==> images/sizing.png <==
Scale bar: 20 um.
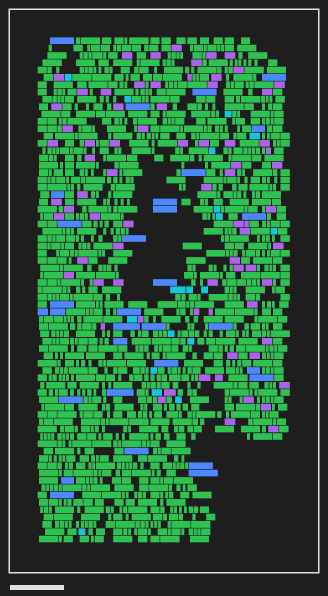
==> images/route_heat.png <==
11 x 21 tiles, from dark blue (low) to red (high), scaled to the fullest tile. Values are wire area over tile area, all layers added.
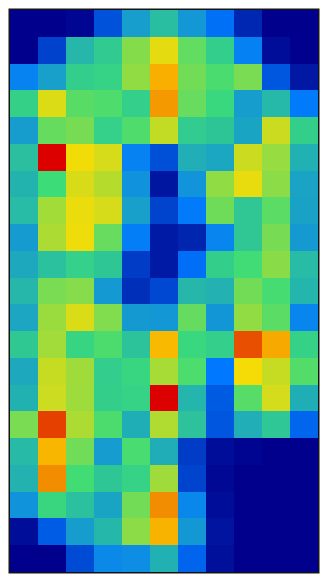
==> images/clock_wires.png <==
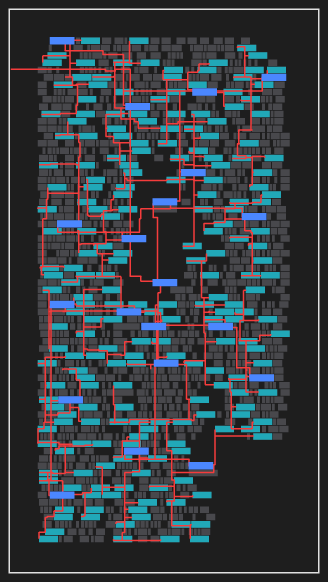
==> images/m3.png <==
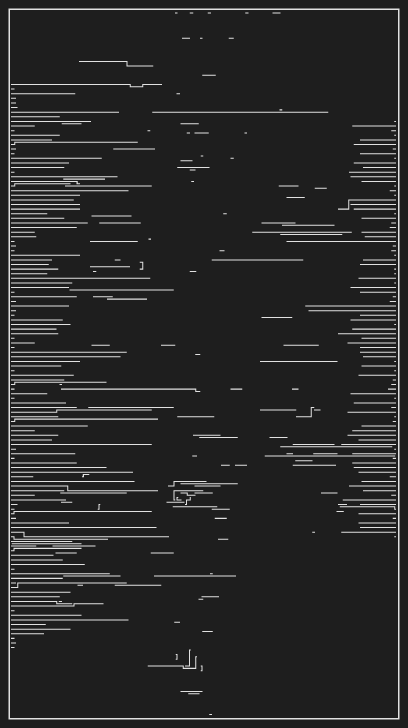
$ cat config.mk
export PLATFORM = sky130hd
export DESIGN_NAME = memory_bus_arbiter_flat
export DESIGN_NICKNAME = d
export VERILOG_FILES = /design/src/rtl/memory_bus_arbiter_pkg.sv /design/src/rtl/memory_bus_arbiter_if.sv /design/src/rtl/memory_bus_arbiter_req_latch.sv /design/src/rtl/memory_bus_arbiter.sv /design/src/flat_wrapper.sv
export SDC_FILE = /design/constraint.sdc
export NUM_CORES = 1
export LEC_CHECK = 0
export CAP_MARGIN = 20
export CORE_ASPECT_RATIO = 2
export CORE_MARGIN = 10
export CORE_UTILIZATION = 49
export DETAILED_ROUTE_END_ITERATION = 6
export PLACE_DENSITY = 0.86
export SYNTH_ARGS = -nofsm -noshare
export SYNTH_HDL_FRONTEND = slang
export SYNTH_SLANG_ARGS = --single-unit
$ cat constraint.sdc
create_clock -name clk_in -period 5.55 [get_ports clk_in]
set_clock_uncertainty 0.1 [all_clocks]
set_input_delay 1.3875 -clock clk_in [delete_from_list [all_inputs] [get_ports clk_in]]
set_output_delay 1.3875 -clock clk_in [all_outputs]
set_load 0.02 [all_outputs]
$ cat src/rtl/memory_bus_arbiter_pkg.sv
// Shared types for the memory bus and its two-port arbiter.
package mem;

  localparam int ADDR_W = 32;
  localparam int DATA_W = 32;

  typedef enum logic [1:0] {
    BYTE  = 2'd0,
    WORD  = 2'd1,
    DWORD = 2'd2
  } mem_width_t;

  typedef enum logic {
    PORT0 = 1'b0,
    PORT1 = 1'b1
  } arb_port_t;

  function automatic arb_port_t other_port(arb_port_t p);
    return (p == PORT0) ? PORT1 : PORT0;
  endfunction

endpackage

$ cat src/rtl/memory_bus_arbiter_if.sv
// Request/response bus between a consumer and the memory system.
interface memory_bus;
  import mem::*;

  logic [ADDR_W-1:0] addr;
  logic [DATA_W-1:0] write_data;
  logic [DATA_W-1:0] read_data;
  mem_width_t        mem_width;
  logic              dispatch_read;
  logic              dispatch_write;
  logic              busy;

  modport MEMORY_SYSTEM (
    input  addr, write_data, mem_width, dispatch_read, dispatch_write,
    output read_data, busy
  );

  modport CONSUMER (
    output addr, write_data, mem_width, dispatch_read, dispatch_write,
    input  read_data, busy
  );

endinterface

$ cat src/rtl/memory_bus_arbiter_req_latch.sv
// Per-port request holder: captures a dispatch pulse, keeps it until the
// arbiter finishes it, and presents busy/read_data to the requester.
module mem_request_latch import mem::*; (
  input  logic              clk_in,
  input  logic              rst_in,
  memory_bus.MEMORY_SYSTEM  req,
  input  logic              clear_i,
  input  logic              load_rdata_i,
  input  logic [DATA_W-1:0] rdata_i,
  output logic [ADDR_W-1:0] addr_o,
  output logic [DATA_W-1:0] wdata_o,
  output mem_width_t        width_o,
  output logic              is_read_o,
  output logic              pending_o
);

  logic [ADDR_W-1:0] addr_q;
  logic [DATA_W-1:0] wdata_q;
  logic [DATA_W-1:0] rdata_q;
  mem_width_t        width_q;
  logic              is_read_q;
  logic              pending_q;
  logic              pending_d;
  logic              capture;

  // A dispatch arriving while a request is already held is dropped.
  assign capture = !pending_q && (req.dispatch_read || req.dispatch_write);

  always_comb begin
    pending_d = pending_q;
    if (capture) begin
      pending_d = 1'b1;
    end else if (clear_i) begin
      pending_d = 1'b0;
    end
  end

  always_ff @(posedge clk_in) begin
    if (rst_in) begin
      addr_q    <= '0;
      wdata_q   <= '0;
      rdata_q   <= '0;
      width_q   <= BYTE;
      is_read_q <= 1'b0;
      pending_q <= 1'b0;
    end else begin
      pending_q <= pending_d;
      if (capture) begin
        addr_q    <= req.addr;
        wdata_q   <= req.write_data;
        width_q   <= req.mem_width;
        is_read_q <= req.dispatch_read;
      end
      if (load_rdata_i) begin
        rdata_q <= rdata_i;
      end
    end
  end

  assign req.busy      = pending_q || req.dispatch_read || req.dispatch_write;
  assign req.read_data = rdata_q;

  assign addr_o    = addr_q;
  assign wdata_o   = wdata_q;
  assign width_o   = width_q;
  assign is_read_o = is_read_q;
  assign pending_o = pending_q;

endmodule

$ cat src/rtl/memory_bus_arbiter.sv
// Shares one downstream memory bus between two requesters: latches their
// dispatches, grants one at a time, and returns read data to the owner.
module memory_bus_arbiter import mem::*; #(
  parameter bit FIXED_PRIORITY = 1'b0,
  parameter int TIMEOUT_CYCLES = 1024
) (
  input  logic             clk_in,
  input  logic             rst_in,
  memory_bus.MEMORY_SYSTEM req0,
  memory_bus.MEMORY_SYSTEM req1,
  memory_bus.CONSUMER      mem_out,
  output logic             owner,
  output logic             active,
  output logic             timeout_err
);

  typedef enum logic {
    S_IDLE = 1'b0,
    S_WAIT = 1'b1
  } state_t;

  localparam int               CNT_W   = $clog2(TIMEOUT_CYCLES + 1);
  localparam logic [CNT_W-1:0] CNT_MAX = CNT_W'(TIMEOUT_CYCLES);

  state_t           state_q, state_d;
  arb_port_t        owner_q, owner_d;
  arb_port_t        last_grant_q, last_grant_d;
  arb_port_t        winner, sel;
  logic [CNT_W-1:0] wait_cnt_q, wait_cnt_d;
  logic             timeout_err_q, timeout_err_d;
  logic             dispatch_rd, dispatch_wr;

  logic [ADDR_W-1:0] lat_addr  [2];
  logic [DATA_W-1:0] lat_wdata [2];
  mem_width_t        lat_width [2];
  logic [1:0]        lat_is_read;
  logic [1:0]        lat_pending;
  logic [1:0]        clear;
  logic [1:0]        load_rdata;

  mem_request_latch u_latch0 (
    .clk_in       (clk_in),
    .rst_in       (rst_in),
    .req          (req0),
    .clear_i      (clear[0]),
    .load_rdata_i (load_rdata[0]),
    .rdata_i      (mem_out.read_data),
    .addr_o       (lat_addr[0]),
    .wdata_o      (lat_wdata[0]),
    .width_o      (lat_width[0]),
    .is_read_o    (lat_is_read[0]),
    .pending_o    (lat_pending[0])
  );

  mem_request_latch u_latch1 (
    .clk_in       (clk_in),
    .rst_in       (rst_in),
    .req          (req1),
    .clear_i      (clear[1]),
    .load_rdata_i (load_rdata[1]),
    .rdata_i      (mem_out.read_data),
    .addr_o       (lat_addr[1]),
    .wdata_o      (lat_wdata[1]),
    .width_o      (lat_width[1]),
    .is_read_o    (lat_is_read[1]),
    .pending_o    (lat_pending[1])
  );

  // Ties go to port 0 under fixed priority, else to the port not last served.
  always_comb begin
    winner = PORT0;
    case (lat_pending)
      2'b01:   winner = PORT0;
      2'b10:   winner = PORT1;
      2'b11:   winner = FIXED_PRIORITY ? PORT0 : other_port(last_grant_q);
      default: winner = PORT0;
    endcase
  end

  always_comb begin
    state_d       = state_q;
    owner_d       = owner_q;
    last_grant_d  = last_grant_q;
    wait_cnt_d    = wait_cnt_q;
    timeout_err_d = timeout_err_q;
    clear         = 2'b00;
    load_rdata    = 2'b00;
    dispatch_rd   = 1'b0;
    dispatch_wr   = 1'b0;
    sel           = winner;
    case (state_q)
      S_IDLE: begin
        if (|lat_pending) begin
          dispatch_rd  = lat_is_read[winner];
          dispatch_wr  = !lat_is_read[winner];
          owner_d      = winner;
          last_grant_d = winner;
          wait_cnt_d   = '0;
          state_d      = S_WAIT;
        end
      end
      S_WAIT: begin
        sel = owner_q;
        if (mem_out.busy) begin
          // Watchdog only flags a stuck bus; the transfer is never abandoned.
          if (wait_cnt_q != CNT_MAX) begin
            wait_cnt_d = wait_cnt_q + 1'b1;
          end
          if (wait_cnt_d == CNT_MAX) begin
            timeout_err_d = 1'b1;
          end
        end else begin
          clear[owner_q]      = 1'b1;
          load_rdata[owner_q] = lat_is_read[owner_q];
          state_d             = S_IDLE;
        end
      end
      default: state_d = S_IDLE;
    endcase
  end

  always_ff @(posedge clk_in) begin
    if (rst_in) begin
      state_q       <= S_IDLE;
      owner_q       <= PORT0;
      last_grant_q  <= PORT1;
      wait_cnt_q    <= '0;
      timeout_err_q <= 1'b0;
    end else begin
      state_q       <= state_d;
      owner_q       <= owner_d;
      last_grant_q  <= last_grant_d;
      wait_cnt_q    <= wait_cnt_d;
      timeout_err_q <= timeout_err_d;
    end
  end

  assign mem_out.addr           = lat_addr[sel];
  assign mem_out.write_data     = lat_wdata[sel];
  assign mem_out.mem_width      = lat_width[sel];
  assign mem_out.dispatch_read  = dispatch_rd;
  assign mem_out.dispatch_write = dispatch_wr;

  assign owner       = owner_q;
  assign active      = (state_q == S_WAIT);
  assign timeout_err = timeout_err_q;

endmodule

$ cat src/flat_wrapper.sv
// flat-port wrapper written by rule: the top's interface ports become plain ports
module memory_bus_arbiter_flat import mem::*;
#(
  parameter bit FIXED_PRIORITY = 1'b0,
  parameter int TIMEOUT_CYCLES = 1024
)
  (clk_in, rst_in, owner, active, timeout_err, req0_addr, req0_write_data, req0_mem_width, req0_dispatch_read, req0_dispatch_write, req0_read_data, req0_busy, req1_addr, req1_write_data, req1_mem_width, req1_dispatch_read, req1_dispatch_write, req1_read_data, req1_busy, mem_out_addr, mem_out_write_data, mem_out_mem_width, mem_out_dispatch_read, mem_out_dispatch_write, mem_out_read_data, mem_out_busy);
  memory_bus req0_i ();
  memory_bus req1_i ();
  memory_bus mem_out_i ();
  input  logic clk_in;
  input  logic rst_in;
  output logic owner;
  output logic active;
  output logic timeout_err;
  input wire logic [$bits(req0_i.addr)-1:0] req0_addr;
  input wire logic [$bits(req0_i.write_data)-1:0] req0_write_data;
  input wire logic [$bits(req0_i.mem_width)-1:0] req0_mem_width;
  input wire logic [$bits(req0_i.dispatch_read)-1:0] req0_dispatch_read;
  input wire logic [$bits(req0_i.dispatch_write)-1:0] req0_dispatch_write;
  output wire logic [$bits(req0_i.read_data)-1:0] req0_read_data;
  output wire logic [$bits(req0_i.busy)-1:0] req0_busy;
  input wire logic [$bits(req1_i.addr)-1:0] req1_addr;
  input wire logic [$bits(req1_i.write_data)-1:0] req1_write_data;
  input wire logic [$bits(req1_i.mem_width)-1:0] req1_mem_width;
  input wire logic [$bits(req1_i.dispatch_read)-1:0] req1_dispatch_read;
  input wire logic [$bits(req1_i.dispatch_write)-1:0] req1_dispatch_write;
  output wire logic [$bits(req1_i.read_data)-1:0] req1_read_data;
  output wire logic [$bits(req1_i.busy)-1:0] req1_busy;
  output wire logic [$bits(mem_out_i.addr)-1:0] mem_out_addr;
  output wire logic [$bits(mem_out_i.write_data)-1:0] mem_out_write_data;
  output wire logic [$bits(mem_out_i.mem_width)-1:0] mem_out_mem_width;
  output wire logic [$bits(mem_out_i.dispatch_read)-1:0] mem_out_dispatch_read;
  output wire logic [$bits(mem_out_i.dispatch_write)-1:0] mem_out_dispatch_write;
  input wire logic [$bits(mem_out_i.read_data)-1:0] mem_out_read_data;
  input wire logic [$bits(mem_out_i.busy)-1:0] mem_out_busy;
  assign req0_i.addr = req0_addr;
  assign req0_i.write_data = req0_write_data;
  assign req0_i.mem_width = req0_mem_width;
  assign req0_i.dispatch_read = req0_dispatch_read;
  assign req0_i.dispatch_write = req0_dispatch_write;
  assign req0_read_data = req0_i.read_data;
  assign req0_busy = req0_i.busy;
  assign req1_i.addr = req1_addr;
  assign req1_i.write_data = req1_write_data;
  assign req1_i.mem_width = req1_mem_width;
  assign req1_i.dispatch_read = req1_dispatch_read;
  assign req1_i.dispatch_write = req1_dispatch_write;
  assign req1_read_data = req1_i.read_data;
  assign req1_busy = req1_i.busy;
  assign mem_out_addr = mem_out_i.addr;
  assign mem_out_write_data = mem_out_i.write_data;
  assign mem_out_mem_width = mem_out_i.mem_width;
  assign mem_out_dispatch_read = mem_out_i.dispatch_read;
  assign mem_out_dispatch_write = mem_out_i.dispatch_write;
  assign mem_out_i.read_data = mem_out_read_data;
  assign mem_out_i.busy = mem_out_busy;
  memory_bus_arbiter #(.FIXED_PRIORITY(FIXED_PRIORITY), .TIMEOUT_CYCLES(TIMEOUT_CYCLES)) u_core (.clk_in(clk_in), .rst_in(rst_in), .req0(req0_i), .req1(req1_i), .mem_out(mem_out_i), .owner(owner), .active(active), .timeout_err(timeout_err));
endmodule
==> run summary <==
Implementation summary

The run finished with clean final reports. The most used flip-flop cell after synthesis is dfxtp_1. Yosys stat counts 1086 cells in the synthesized netlist. The classification of the worst setup path is register to output port. In the post-synthesis netlist, the biggest area contributors are dfxtp_1 (49%), nand2_1 (18%), a21oi_1 (12%), mux2_2 (8.1%), clkbuf_1 (2.1%). Counting along the longest clock path gives a buffer depth of 3. The top-level I/O count is 308. For reference, the top cells by count after synthesis are nand2_1 (409), dfxtp_1 (215), a21oi_1 (213).

Counting flops with a built-in enable in the synthesized netlist gives 0. Post-CTS timing repair inserted 0 buffers for setup. According to the timing report, the critical path is captured at mem_out_addr[4]. Summing internal, switching and leakage power gives 0.00370 W. The switching share of power is 26.3%. After clock tree synthesis, the repair step resized 0 gates.

For the pin with the worst max-slew slack, the measured transition is 0.888 ns. The most frequently used cell type in the post-synthesis netlist is nand2_1. Setup repair after global routing left no endpoint under its margin. The initial antenna violation count is 0. The endpoint identified for the worst register-to-register timing path is u_core.u_latch1.wdata_o[26]. Once placement finished, the instance area stood at approximately 0.012 mm^2.

Among all stages on the critical path, the largest delay is contributed by clkdlybuf4s50_1. Per the run summary, max-cap violations total 0. The share of synthesized cell area in full adder, half adder and majority cells is 0.287%. For the worst setup path, the data arrival time is 3.01 ns. Buffers inserted during clock tree synthesis total 20. VDD sags by at most 281 uV.

The relative slew slack is 40.8%. The kind of launch point of the worst setup path is a register. The iteration count recorded for the first detailed-route pass is 6. Summing every instance area after synthesis gives 0.00872 mm^2. The synthesis area per yosys is approximately 0.0087 mm^2. The area fraction in mux cells is between 8 and 9%. The register cell area after layout is 0.00430 mm^2.

TritonRoute output was used to compute an average wire per cell of 18.9 um. The tree is rooted in a clkbuf_16. Per the post-route antenna check, the number of violating nets is 0. TritonCTS built the clock tree. The basic-gate share of the synthesized area counting and, or, nand and nor cells is a little over a fifth. The overflow left after global routing is 0.

The remaining design rule violation count is 0. The number of non-filler instances in the completed layout is between 1500 and 2000. The die height is 209 um.

The setup check on the worst reg-to-reg path leaves a slack of 3.24 ns. The number of antenna diodes is 0. The share of the clock period used by the worst path is approximately 81%. The first-pass GRT wire length is 46.8 mm.

During placement, the flow inserted port buffers numbering approximately 310. Per STA, the worst path is made up of nand2_1 -> nand2_1 -> nor2_2 -> a21oi_4 -> buf_4 -> mux2_2 -> clkdlybuf4s50_1. Per the OpenROAD floorplan log, the area of the core is 0.0176 mm^2. The complex-gate fraction of the synthesized area is ~14%.

The number of standard-cell rows in the floorplan is 69. The cell type group with the largest total delay on the critical path is buffers and inverters. The via density per instance is 5.48. The switching power total is 0.000973 W. The category of the worst setup path capture point is an output port. In this run the worst hold path is classified as register to register. The number of unique standard cell types used by synthesis is 46.

The total nets after synthesis is 1259. The relative contribution of sequential cells to total power is between 40% and 50%. The final timing report counts setup violations totalling 0. The launch point of the worst path is u_core.u_latch0.pending_o.

The combinational gate area is 0.00396 mm^2. The x dimension of the die is 114 um. Dividing total power by cell area gives a power density of 298 mW/mm^2.

The startpoint of the worst-slack reg-to-reg timing path is u_core.u_latch1.pending_o. The leakage power total is 4.62 nW. In this run the mean area of a mapped cell was 8.03 um^2. The tightest hold margin is 0.352 ns.

The final-report hold violation count is 0. On the worst setup and hold paths after CTS, the clock-pin slew comes to 0.07 ns. Per the layout report, the design carries roughly 1300 filler cells. Power attributed to combinational cells is roughly 0.00064 W.

Among the non-sequential cells, simple AND/OR/NAND/NOR gates take the most area. The top achievable clock speed is 0.222 GHz. In this run the number of H-tree levels came out at 1. The starting density of the core is 49.5%. The final tally of max-slew violations is 0.
Back to the opening pictures, sizing.png:
Blue marks x6 and larger, cells 31. Cyan marks x3 and x4, cells 18. Purple marks x2, cells 74. Green marks x1 and smaller, cells 1232.
count of non-CTS buffers in the layout: 322
Layout Cell Area excl Fill: 0.0124 mm^2
final setup slack of the worst path: 1.05 ns
layout overhead on the synthesized area: 42.8%

Back to the opening pictures, route_heat.png:
The mean over all tiles is 0.21. 35% of the tiles are over half the peak. The fullest tile reaches 0.53.
via count: 8593
GR Util All Layers: 23.6%

Back to the opening pictures, clock_wires.png:
Red marks clock wires, length 2520 um. Cyan marks flip-flops, count 215. Blue marks clock-net drivers, count 20.
Position of the flops: widely spread. There are 21 routed clock nets.
clk ins delay skew pair: 0.49 ns
clock network power: 0.00140 W

Back to the opening pictures, m3.png:
The wires run mostly horizontal. The layer holds 12% of the routed length. 285 nets have wire on it.
final routed wirelength across all metal layers: 29.6 mm
met3 GRT Util: 9.64%

[how the worst min path moves through the flow]
| stage | start | to | cells past startpoint |
|---|---|---|---|
| final | u_core.u_latch0.req.read_data[1] | u_core.u_latch0.req.read_data[1] | 2 |
| after global routing | u_core.u_latch0.wdata_o[13] | u_core.u_latch0.wdata_o[13] | 2 |
| after CTS | u_core.u_latch0.req.read_data[1] | u_core.u_latch0.req.read_data[1] | 2 |
| after detailed placement | u_core.u_latch0.req.read_data[5] | u_core.u_latch0.req.read_data[5] | 2 |
| after global placement | u_core.u_latch0.addr_o[19] | u_core.u_latch0.addr_o[19] | 2 |
| after floorplan | u_core.u_latch1.wdata_o[22] | u_core.u_latch1.wdata_o[22] | 2 |
[metal layers]
layer | share of wire (%) | global-route usage, % | routed length [um] | up-vias
li1 | - | - | - | 4087
met1 | 38 | 27.7 | 11100 | 4027
met2 | 48 | 38.2 | 14200 | 434
met5 | 0 | 0 | 0 | -
met4 | 2.4 | 6.82 | 718 | 0
met3 | 12 | 9.64 | 3640 | 45
[layout make-up]
type / count / share of cell area, %
clock inverters: 8 / 0.654
repair buffers: 322 / 26.0
well taps: 213 / 2.14
inverters: 2 / 0.0603
flip-flops and latches: 215 / 34.6
clock buffers: 28 / 4.76
multi-input cells: 780 / 31.8
[placed cells by master, fill, tap and decap left out, drive strengths merged, types with 2 or more instances in the layout]
cell / instances
nand4b: 2
nand3: 6
o21ai: 7
mux2: 66
clkinvlp: 2
a21oi: 214
or2: 2
and4: 2
and2b: 2
and3: 3
a31oi: 3
nor2: 22
a211oi: 2
buf: 16
clkinv: 5
nor3: 2
inv: 2
nand2b: 4
or3: 4
clkbuf: 28
nand4: 6
nand2: 409
and2: 2
clkdlybuf4s50: 306
nor4: 2
xnor2: 5
o31ai: 2
ha: 2
dfxtp: 215
Power is estimated from default activity; no workload was simulated.
